`src/rtl/nvdla_cvif_wr_wrr_arb_pkg.sv`:
```
`default_nettype none
// ============================================================================
// Module      : nvdla_cvif_wr_wrr_arb_pkg
// Description : Shared constants, client indices, FSM state type and helpers
//               for the CVIF write-ingress weighted round-robin arbiter.
// Revision    : 1.0 - initial release
// ============================================================================
package nvdla_cvif_wr_wrr_arb_pkg;

    // Client indices in the request/grant vectors
    localparam int c_SDP  = 0;
    localparam int c_CDP  = 1;
    localparam int c_PDP  = 2;
    localparam int c_BDMA = 3;
    localparam int c_RBK  = 4;

    localparam int c_NUM_CLIENTS = 5;
    localparam int c_LEN_W       = 2;   // beats-1 per request
    localparam int c_OS_W        = 9;   // outstanding-beat counter, holds 256 plus margin

    typedef enum logic [1:0] {
        ARB = 2'd0,
        CMD = 2'd1,
        DAT = 2'd2
    } wr_arb_state_e;

    // A programmed weight of zero still grants once per round
    function automatic logic [7:0] eff_weight(input logic [7:0] w);
        return (w == 8'd0) ? 8'd1 : w;
    endfunction

endpackage
`default_nettype wire

```
`src/rtl/nvdla_cvif_wr_rr_pick.sv`:
```
`default_nettype none
// ============================================================================
// Module      : nvdla_cvif_wr_rr_pick
// Description : Combinational masked round-robin picker. Chooses the first
//               set bit of the eligible vector strictly above the pointer,
//               wrapping to the lowest set bit when none lies above it.
// Revision    : 1.0 - initial release
// ============================================================================
module nvdla_cvif_wr_rr_pick #(
    parameter int N     = 5,
    parameter int IDX_W = 3
) (
    input  logic [N-1:0]     i_elig,
    input  logic [IDX_W-1:0] i_ptr,
    output logic [N-1:0]     o_gnt_oh,
    output logic [IDX_W-1:0] o_gnt_idx,
    output logic             o_any
);

    logic [N-1:0] w_mask;
    logic [N-1:0] w_hi;
    logic [N-1:0] w_src;
    logic         w_found;

    // Mask off everything at or below the pointer, fall back to the full vector
    always_comb begin
        w_mask = '0;
        for (int i = 0; i < N; i++) begin
            w_mask[i] = (i > int'(i_ptr));
        end
        w_hi  = i_elig & w_mask;
        w_src = (|w_hi) ? w_hi : i_elig;
    end

    // Lowest set bit of the selected source vector wins
    always_comb begin
        o_gnt_oh  = '0;
        o_gnt_idx = '0;
        w_found   = 1'b0;
        for (int i = 0; i < N; i++) begin
            if (w_src[i] && !w_found) begin
                o_gnt_oh[i] = 1'b1;
                o_gnt_idx   = IDX_W'(i);
                w_found     = 1'b1;
            end
        end
    end

    assign o_any = |i_elig;

endmodule
`default_nettype wire

```
`src/rtl/nvdla_cvif_wr_wrr_arb.sv`:
```
`default_nettype none
// ============================================================================
// Module      : nvdla_cvif_wr_wrr_arb
// Description : Weighted round-robin scheduler sharing the CVIF AXI AW/W path
//               among five write clients. Locks the path for command plus all
//               data beats and throttles issue against an outstanding-beat
//               budget replenished by write-response returns.
// Revision    : 1.0 - initial release
// ============================================================================
module nvdla_cvif_wr_wrr_arb
    import nvdla_cvif_wr_wrr_arb_pkg::*;
#(
    parameter int NUM_CLIENTS = c_NUM_CLIENTS,
    parameter int LEN_W       = c_LEN_W,
    parameter int OS_W        = c_OS_W
) (
    input  logic                       nvdla_core_clk,
    input  logic                       nvdla_core_rstn,
    input  logic [NUM_CLIENTS-1:0]       req_vld,
    input  logic [NUM_CLIENTS*LEN_W-1:0] req_len,
    output logic [NUM_CLIENTS-1:0]       req_rdy,
    output logic                       gnt_vld,
    input  logic                       gnt_rdy,
    output logic [2:0]                 gnt_id,
    output logic [LEN_W-1:0]           gnt_len,
    input  logic                       dat_acc,
    input  logic                       eg2ig_axi_vld,
    input  logic [LEN_W-1:0]           eg2ig_axi_len,
    input  logic [7:0]                 reg2dp_wr_os_cnt,
    input  logic [7:0]                 reg2dp_wr_weight_sdp,
    input  logic [7:0]                 reg2dp_wr_weight_cdp,
    input  logic [7:0]                 reg2dp_wr_weight_pdp,
    input  logic [7:0]                 reg2dp_wr_weight_bdma,
    input  logic [7:0]                 reg2dp_wr_weight_rbk,
    output logic [OS_W-1:0]            os_cnt,
    output logic                       os_err
);

    localparam logic [OS_W:0] c_ONE = (OS_W+1)'(1);

    wr_arb_state_e          r_state;
    logic                   r_gnt_vld;
    logic [2:0]             r_gnt_id;
    logic [LEN_W-1:0]       r_gnt_len;
    logic [LEN_W-1:0]       r_beat;
    logic [2:0]             r_ptr;
    logic [7:0]             r_wcnt [NUM_CLIENTS];
    logic [OS_W-1:0]        r_os_cnt;
    logic                   r_os_err;

    logic [7:0]             w_weight [NUM_CLIENTS];
    logic [LEN_W-1:0]       w_len    [NUM_CLIENTS];
    logic [NUM_CLIENTS-1:0] w_fit;
    logic [NUM_CLIENTS-1:0] w_wnz;
    logic [NUM_CLIENTS-1:0] w_cand;
    logic [NUM_CLIENTS-1:0] w_elig_norm;
    logic [NUM_CLIENTS-1:0] w_elig;
    logic                   w_reload;
    logic [NUM_CLIENTS-1:0] w_pick_oh;
    logic [2:0]             w_pick_idx;
    logic                   w_pick_any;
    logic                   w_cmd_acc;
    logic [OS_W:0]          w_limit;
    logic [OS_W:0]          w_inc;
    logic [OS_W:0]          w_dec;
    logic [OS_W:0]          w_sum;

    // Gather the named weight registers and per-client lengths into arrays
    always_comb begin
        for (int i = 0; i < NUM_CLIENTS; i++) begin
            w_weight[i] = 8'd1;
            w_len[i]    = req_len[i*LEN_W +: LEN_W];
        end
        w_weight[c_SDP]  = reg2dp_wr_weight_sdp;
        w_weight[c_CDP]  = reg2dp_wr_weight_cdp;
        w_weight[c_PDP]  = reg2dp_wr_weight_pdp;
        w_weight[c_BDMA] = reg2dp_wr_weight_bdma;
        w_weight[c_RBK]  = reg2dp_wr_weight_rbk;
    end

    // Eligibility: pending, fits in the outstanding budget, credit left.
    // When every fitting requester is out of credit, reload and arbitrate
    // on the reloaded credits in the same cycle.
    always_comb begin
        w_limit = (OS_W+1)'(reg2dp_wr_os_cnt) + c_ONE;
        for (int i = 0; i < NUM_CLIENTS; i++) begin
            w_fit[i] = ({1'b0, r_os_cnt} + (OS_W+1)'(w_len[i]) + c_ONE) <= w_limit;
            w_wnz[i] = (r_wcnt[i] != 8'd0);
        end
        w_cand      = req_vld & w_fit;
        w_elig_norm = w_cand & w_wnz;
        w_reload    = (r_state == ARB) && (w_elig_norm == '0) && (|(w_cand & ~w_wnz));
        w_elig      = w_reload ? w_cand : w_elig_norm;
    end

    nvdla_cvif_wr_rr_pick #(
        .N     (NUM_CLIENTS),
        .IDX_W (3)
    ) u_pick (
        .i_elig    (w_elig),
        .i_ptr     (r_ptr),
        .o_gnt_oh  (w_pick_oh),
        .o_gnt_idx (w_pick_idx),
        .o_any     (w_pick_any)
    );

    assign w_cmd_acc = (r_state == CMD) && gnt_rdy;

    // One-hot acknowledge to the requester in the command-accept cycle
    always_comb begin
        req_rdy = '0;
        for (int i = 0; i < NUM_CLIENTS; i++) begin
            req_rdy[i] = w_cmd_acc && (r_gnt_id == 3'(i));
        end
    end

    // Arbitration FSM: ARB picks, CMD holds the command, DAT counts beats
    always_ff @(posedge nvdla_core_clk or negedge nvdla_core_rstn) begin
        if (!nvdla_core_rstn) begin
            r_state   <= ARB;
            r_gnt_vld <= 1'b0;
            r_gnt_id  <= 3'd0;
            r_gnt_len <= '0;
            r_beat    <= '0;
            r_ptr     <= 3'd4;
            for (int i = 0; i < NUM_CLIENTS; i++) begin
                r_wcnt[i] <= 8'd0;
            end
        end else begin
            case (r_state)
                ARB: begin
                    for (int i = 0; i < NUM_CLIENTS; i++) begin
                        if (w_pick_any && w_pick_oh[i]) begin
                            r_wcnt[i] <= (w_reload ? eff_weight(w_weight[i]) : r_wcnt[i]) - 8'd1;
                        end else if (w_reload) begin
                            r_wcnt[i] <= eff_weight(w_weight[i]);
                        end
                    end
                    if (w_pick_any) begin
                        r_gnt_id  <= w_pick_idx;
                        r_gnt_len <= w_len[w_pick_idx];
                        r_gnt_vld <= 1'b1;
                        r_ptr     <= w_pick_idx;
                        r_state   <= CMD;
                    end
                end
                CMD: begin
                    if (gnt_rdy) begin
                        r_gnt_vld <= 1'b0;
                        r_beat    <= r_gnt_len;
                        r_state   <= DAT;
                    end
                end
                DAT: begin
                    if (dat_acc) begin
                        if (r_beat == '0) begin
                            r_state <= ARB;
                        end else begin
                            r_beat <= r_beat - 1'b1;
                        end
                    end
                end
                default: begin
                    r_state   <= ARB;
                    r_gnt_vld <= 1'b0;
                end
            endcase
        end
    end

    // Outstanding-beat accounting with saturating underflow
    always_comb begin
        w_inc = w_cmd_acc     ? ((OS_W+1)'(r_gnt_len) + c_ONE)     : '0;
        w_dec = eg2ig_axi_vld ? ((OS_W+1)'(eg2ig_axi_len) + c_ONE) : '0;
        w_sum = {1'b0, r_os_cnt} + w_inc;
    end

    // Apply increment and decrement together; underflow clamps and sticks
    always_ff @(posedge nvdla_core_clk or negedge nvdla_core_rstn) begin
        if (!nvdla_core_rstn) begin
            r_os_cnt <= '0;
            r_os_err <= 1'b0;
        end else begin
            if (w_dec > w_sum) begin
                r_os_cnt <= '0;
                r_os_err <= 1'b1;
            end else begin
                r_os_cnt <= OS_W'(w_sum - w_dec);
            end
        end
    end

    assign gnt_vld = r_gnt_vld;
    assign gnt_id  = r_gnt_id;
    assign gnt_len = r_gnt_len;
    assign os_cnt  = r_os_cnt;
    assign os_err  = r_os_err;

endmodule
`default_nettype wire

```
`config.mk`:
```
export PLATFORM = sky130hd
export DESIGN_NAME = nvdla_cvif_wr_wrr_arb
export DESIGN_NICKNAME = d
export VERILOG_FILES = /design/src/rtl/nvdla_cvif_wr_wrr_arb_pkg.sv /design/src/rtl/nvdla_cvif_wr_rr_pick.sv /design/src/rtl/nvdla_cvif_wr_wrr_arb.sv
export SDC_FILE = /design/constraint.sdc
export NUM_CORES = 1
export LEC_CHECK = 0
export CAP_MARGIN = 30
export CORE_MARGIN = 4
export CORE_UTILIZATION = 52
export CTS_CLUSTER_SIZE = 12
export DETAILED_ROUTE_END_ITERATION = 6
export GPL_ROUTABILITY_DRIVEN = 0
export HOLD_SLACK_MARGIN = 0.15
export PLACE_DENSITY = 0.77
export SLEW_MARGIN = 5
export SYNTH_ARGS = -nofsm -noshare
export SYNTH_HDL_FRONTEND = slang
export SYNTH_SLANG_ARGS = --single-unit
```
`constraint.sdc`:
```
create_clock -name nvdla_core_clk -period 4.93 [get_ports nvdla_core_clk]
set_clock_uncertainty 0.15 [all_clocks]
set_input_delay 1.2325 -clock nvdla_core_clk [delete_from_list [all_inputs] [get_ports nvdla_core_clk]]
set_output_delay 1.2325 -clock nvdla_core_clk [all_outputs]
set_load 0.1 [all_outputs]
```
**Run 1: the clock network**

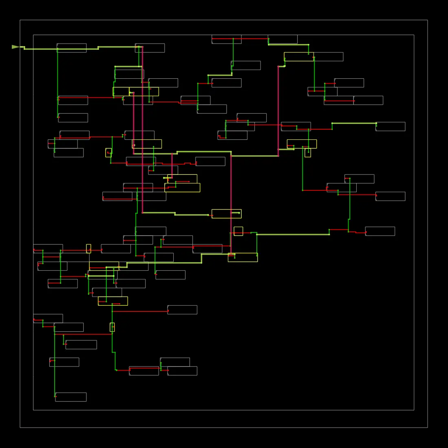
worst-skew pair later-pin latency: 0.35 ns
sink count of the clock tree: 61
power consumed by the clock network: 656 uW
total CTS buffers: 9

**Run 1: sequential cells grouped by signal name**

Other sequential cells in the stronger gray, the rest of the logic in the fainter gray.
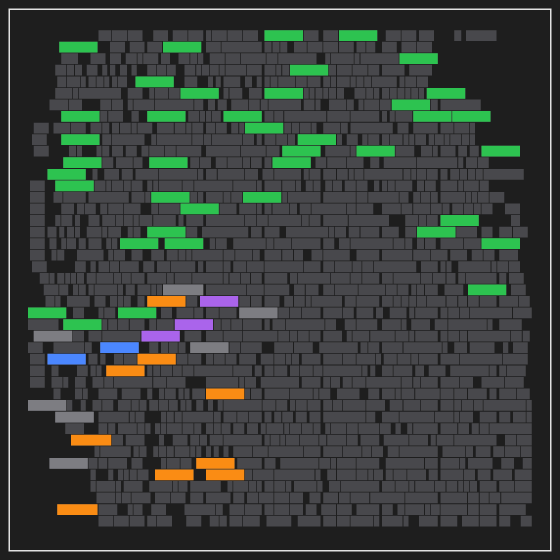
color	signal	flops
blue	r_state	2
orange	os_cnt	9
green	r_wcnt	40
purple	gnt_id	3
power of the sequential group: 1120 uW
area of all sequential standard cells: 0.00153 sq mm
final design utilization: 0.839
register share of the cell area: 0.131

==> summary.txt, run 1 <==
Implementation results. Once the clock tree was built, the setup fixing pass inserted 30 buffers. Number of cells in Yosys stat landed at 912. Cell-internal power landed at 4640 uW.

Looking at the clock tree report, the H-tree level count equals 3. Per the synth log, the flip-flop and latch total comes to 61. The critical path in the final layout is reported with a setup slack of -0.956 ns. Dividing the detail-routed via count by the number of cells gives 6.94. The via count of the first global-routing pass is 8853. Area share of buffers outside the clock network landed at 0.219. In the synthesized netlist the dominant register cell turns out to be sky130_fd_sc_hd__dfrtp_1.

Count of clock buffers in the final design landed at 12. Chip area estimate from yosys synthesis landed at 0.00737 sq mm. The detailed router put a total of 11.8 mm of wire on met1. The flow ran to the end, but the final reports show violations. After layout, the minimum clock period comes to 5.89 ns. Synthesized instance count landed at 912. Total of endpoints with negative setup slack in the final report landed at 48. The cell-mix breakdown from Yosys lists the simple-gate area share as 0.234. Peak ir drop on the vdd network landed at 552 uV.

Yosys mapped the design onto 96 distinct sky130hd cell types. The DRC violation total left in the routed layout is recorded as 0. Per the synthesis report, the AND-OR/OR-AND share of the synthesized area is 0.264.

Die span in y landed at 127 microns. The critical path is of the input port to flop type. The final reports fail on negative setup slack. The critical path maximum fanout is 7. Among the non-sequential cells, AND-OR/OR-AND gates take the most area.
**Run 1: drive-strength map**

Scale bar: 50 microns.
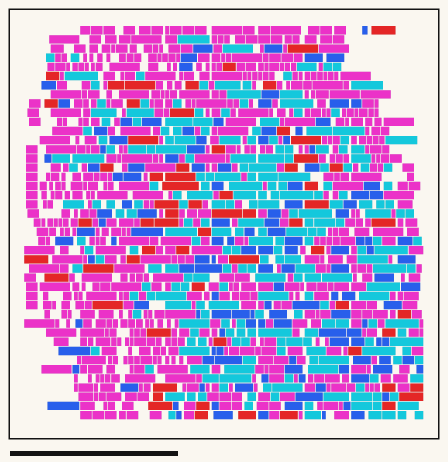
color	size	cells	most used
red	drive 6 and up	64	buf_6
magenta	drive 1 or less	716	nor2_1
cyan	drive 3 to 4	245	buf_4
blue	drive 2	139	nor2_2
non-clock buffer instance count of the final layout: 278
smallest setup slack after layout: -0.956 ns

**Run 1: M4 wires**

Supply wires on this layer in gray.
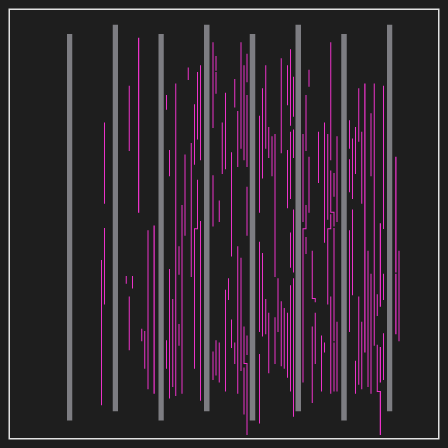
nets with wire on the layer	116
wire length on this layer	2920 microns
main direction	vertical
longest straight run	92.5 microns
total number of vias: 9327
Post-Route WL: 33.6 mm

==> run 2: changes to the inputs <==
--- a/config.mk
+++ b/config.mk
@@ -6,13 +6,14 @@
 export NUM_CORES = 1
 export LEC_CHECK = 0
 export CAP_MARGIN = 30
+export CORE_ASPECT_RATIO = 0.5
 export CORE_MARGIN = 4
-export CORE_UTILIZATION = 52
+export CORE_UTILIZATION = 35
 export CTS_CLUSTER_SIZE = 12
 export DETAILED_ROUTE_END_ITERATION = 6
 export GPL_ROUTABILITY_DRIVEN = 0
 export HOLD_SLACK_MARGIN = 0.15
-export PLACE_DENSITY = 0.77
+export PLACE_DENSITY = 0.56
 export SLEW_MARGIN = 5
 export SYNTH_ARGS = -nofsm -noshare
 export SYNTH_HDL_FRONTEND = slang
**Run 2: the clock network**

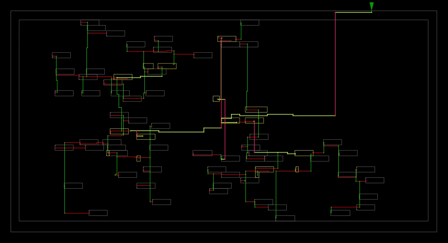
power consumed by the clock network: 655 uW
worst-skew pair later-pin latency: 0.34 ns
number of sequential cells: 61

**Run 2: drive-strength map**

Scale bar: 50 microns.
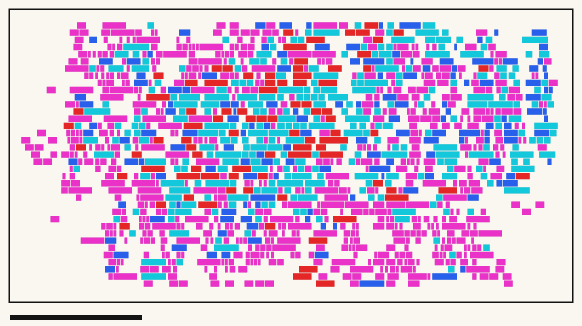
color	size	cells	most used
blue	drive 2	148	nor2_2
cyan	drive 3 to 4	284	buf_4
red	drive 6 and up	86	buf_6
magenta	drive 1 or less	696	nor2_1
synthesis-to-finish area growth: 67.5%
post-route cell area: 0.0123 sq mm
smallest setup slack after layout: -0.134 ns
non-clock buffer instance count of the final layout: 327

==> run 2 against run 1 <==
The run still ends with negative setup slack left; first-iteration DRC count decreased by 55%; critical endpoint is now r_wcnt[28]; global-route usage decreased by 12 points; critical path depth unchanged; synthesized cell count unchanged; sequential share of layout area decreased by 0.75 points; wire length decreased by 17%.
==> summary.txt, run 2 <==
Implementation results. The flow ran to the end, but the final reports show violations. The final reports fail on negative setup slack. The via count of the first global-routing pass is 8295. Total of flip-flops plus latches after synthesis landed at 61. Average vias per placed instance landed at 5.62. Per the synth stats, the flop cell with the highest instance count is sky130_fd_sc_hd__dfrtp_1. The die is 111 microns tall.

Final wirelength landed at 28.1 mm. The critical path in the final layout is reported with a setup slack of -0.134 ns. Core occupancy in the finished layout landed at 0.599. The routed layout has 8359 vias. Count of H-tree levels built during CTS landed at 3.

After detailed routing, the number of remaining DRC violations is 0. Once the clock tree was built, the setup fixing pass inserted 66 buffers. The netlist uses 96 different library cells. After synthesis, the design contains 912 cells according to Yosys. Number of clock buffers inserted by TritonCTS landed at 9.

Area taken by flip-flops and latches landed at 0.00153 sq mm. Of the total standard cell area in the layout, the sequential portion is 0.124. After technology mapping, the gate count stands at 912. Clock period minus final worst setup slack landed at 5.06 ns. Total of endpoints with negative setup slack in the final report landed at 22. Sum of routed wire segments on met1 landed at 12.4 mm.
==> run 3: changes to the inputs <==
--- a/config.mk
+++ b/config.mk
@@ -5,10 +5,12 @@
 export SDC_FILE = /design/constraint.sdc
 export NUM_CORES = 1
 export LEC_CHECK = 0
+export ABC_CLOCK_PERIOD_IN_PS = 4930
 export CAP_MARGIN = 30
 export CORE_ASPECT_RATIO = 0.5
 export CORE_MARGIN = 4
 export CORE_UTILIZATION = 35
+export CTS_CLUSTER_DIAMETER = 150
 export CTS_CLUSTER_SIZE = 12
 export DETAILED_ROUTE_END_ITERATION = 6
 export GPL_ROUTABILITY_DRIVEN = 0
**Run 3: clock wires, drivers and flops**

Scale bar: 50 microns.
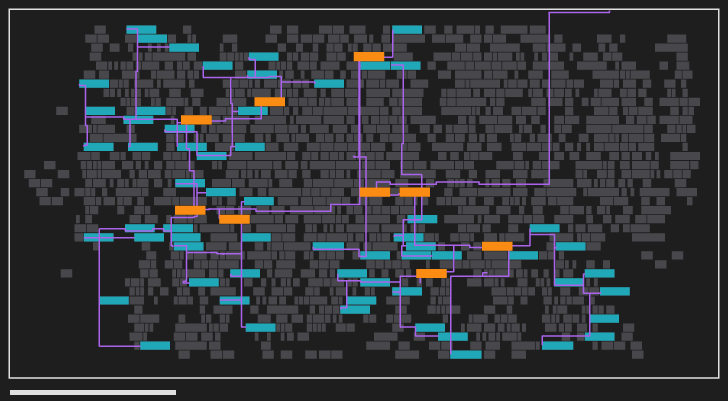
[cyan] flip-flops | count: 61
[orange] cells driving clock nets | count: 9
[purple] clock wires | length: 1210 microns
routed clock nets	10
clock network power share: 0.065

**Run 3: the clock network**

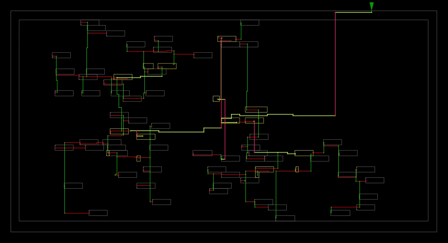
Clock Buffer Count: 12

==> run 3 against run 2 <==
Register-to-register slack is essentially flat; hold slack unchanged; the run still ends with negative setup slack left; sequential power barely moved; first-iteration DRC count is the same; worst setup slack stayed put; highest routed layer unchanged; count of clock-buffer cells in the layout is the same; combinational power is essentially flat; total power unchanged; critical path type unchanged; area after synthesis unchanged; maximum frequency is the same; sequential share of layout area unchanged.
==> summary.txt, run 3 <==
Implementation results. The run finished, with violations left. The checks that failed: negative setup slack. Final sequential cell count landed at 61. Area growth from synthesis to final layout landed at 67.5%. Count of cell types in the netlist landed at 96. The critical path in the final layout is reported with a setup slack of -0.134 ns. TritonCTS created 9 clock buffers. TritonRoute reported its final design rule violation total as 0. Post-CTS repair timing setup buffer count landed at 66.

The worst path in the final design needs a cycle of 5.06 ns, including I/O delays and setup. For this block, the via count after detailed routing is 8359. For this run, the chip area from Yosys synthesis comes to 0.00737 sq mm. For this run, the share of the core covered by cells in the final layout is 0.599. Layout buffer count excluding clock buffers landed at 327.

Die span in y landed at 111 microns. In the power breakdown, the internal column shows 5080 uW. Final wirelength landed at 28.1 mm. Of the total standard cell area in the layout, the sequential portion is 0.124. Among the non-sequential cells, AND-OR/OR-AND gates take the most area.

Total of endpoints with negative setup slack in the final report landed at 22. As reported, the later end of the worst-skew pair has a clock insertion delay of 0.34 ns. Post-synth the commonest register cell is sky130_fd_sc_hd__dfrtp_1. In the synthesized netlist, the number of instances is 912. The analysis reports a worst IR drop on VDD of 303 uV. Of all the cell area in the finished design, non-clock buffers hold 0.243. The cell-mix breakdown from Yosys lists the compound-gate area share as 0.264. The number of multi-input combinational cells in the layout is 762. Count of H-tree levels built during CTS landed at 3. Final design instance area without fill landed at 0.0123 sq mm. Clock sink count landed at 61. Via count of the first global-routing pass landed at 8295. Total of flip-flops plus latches after synthesis landed at 61.

Power drawn by the sequential cells landed at 1090 uW.
Power is estimated from default activity; no workload was simulated.
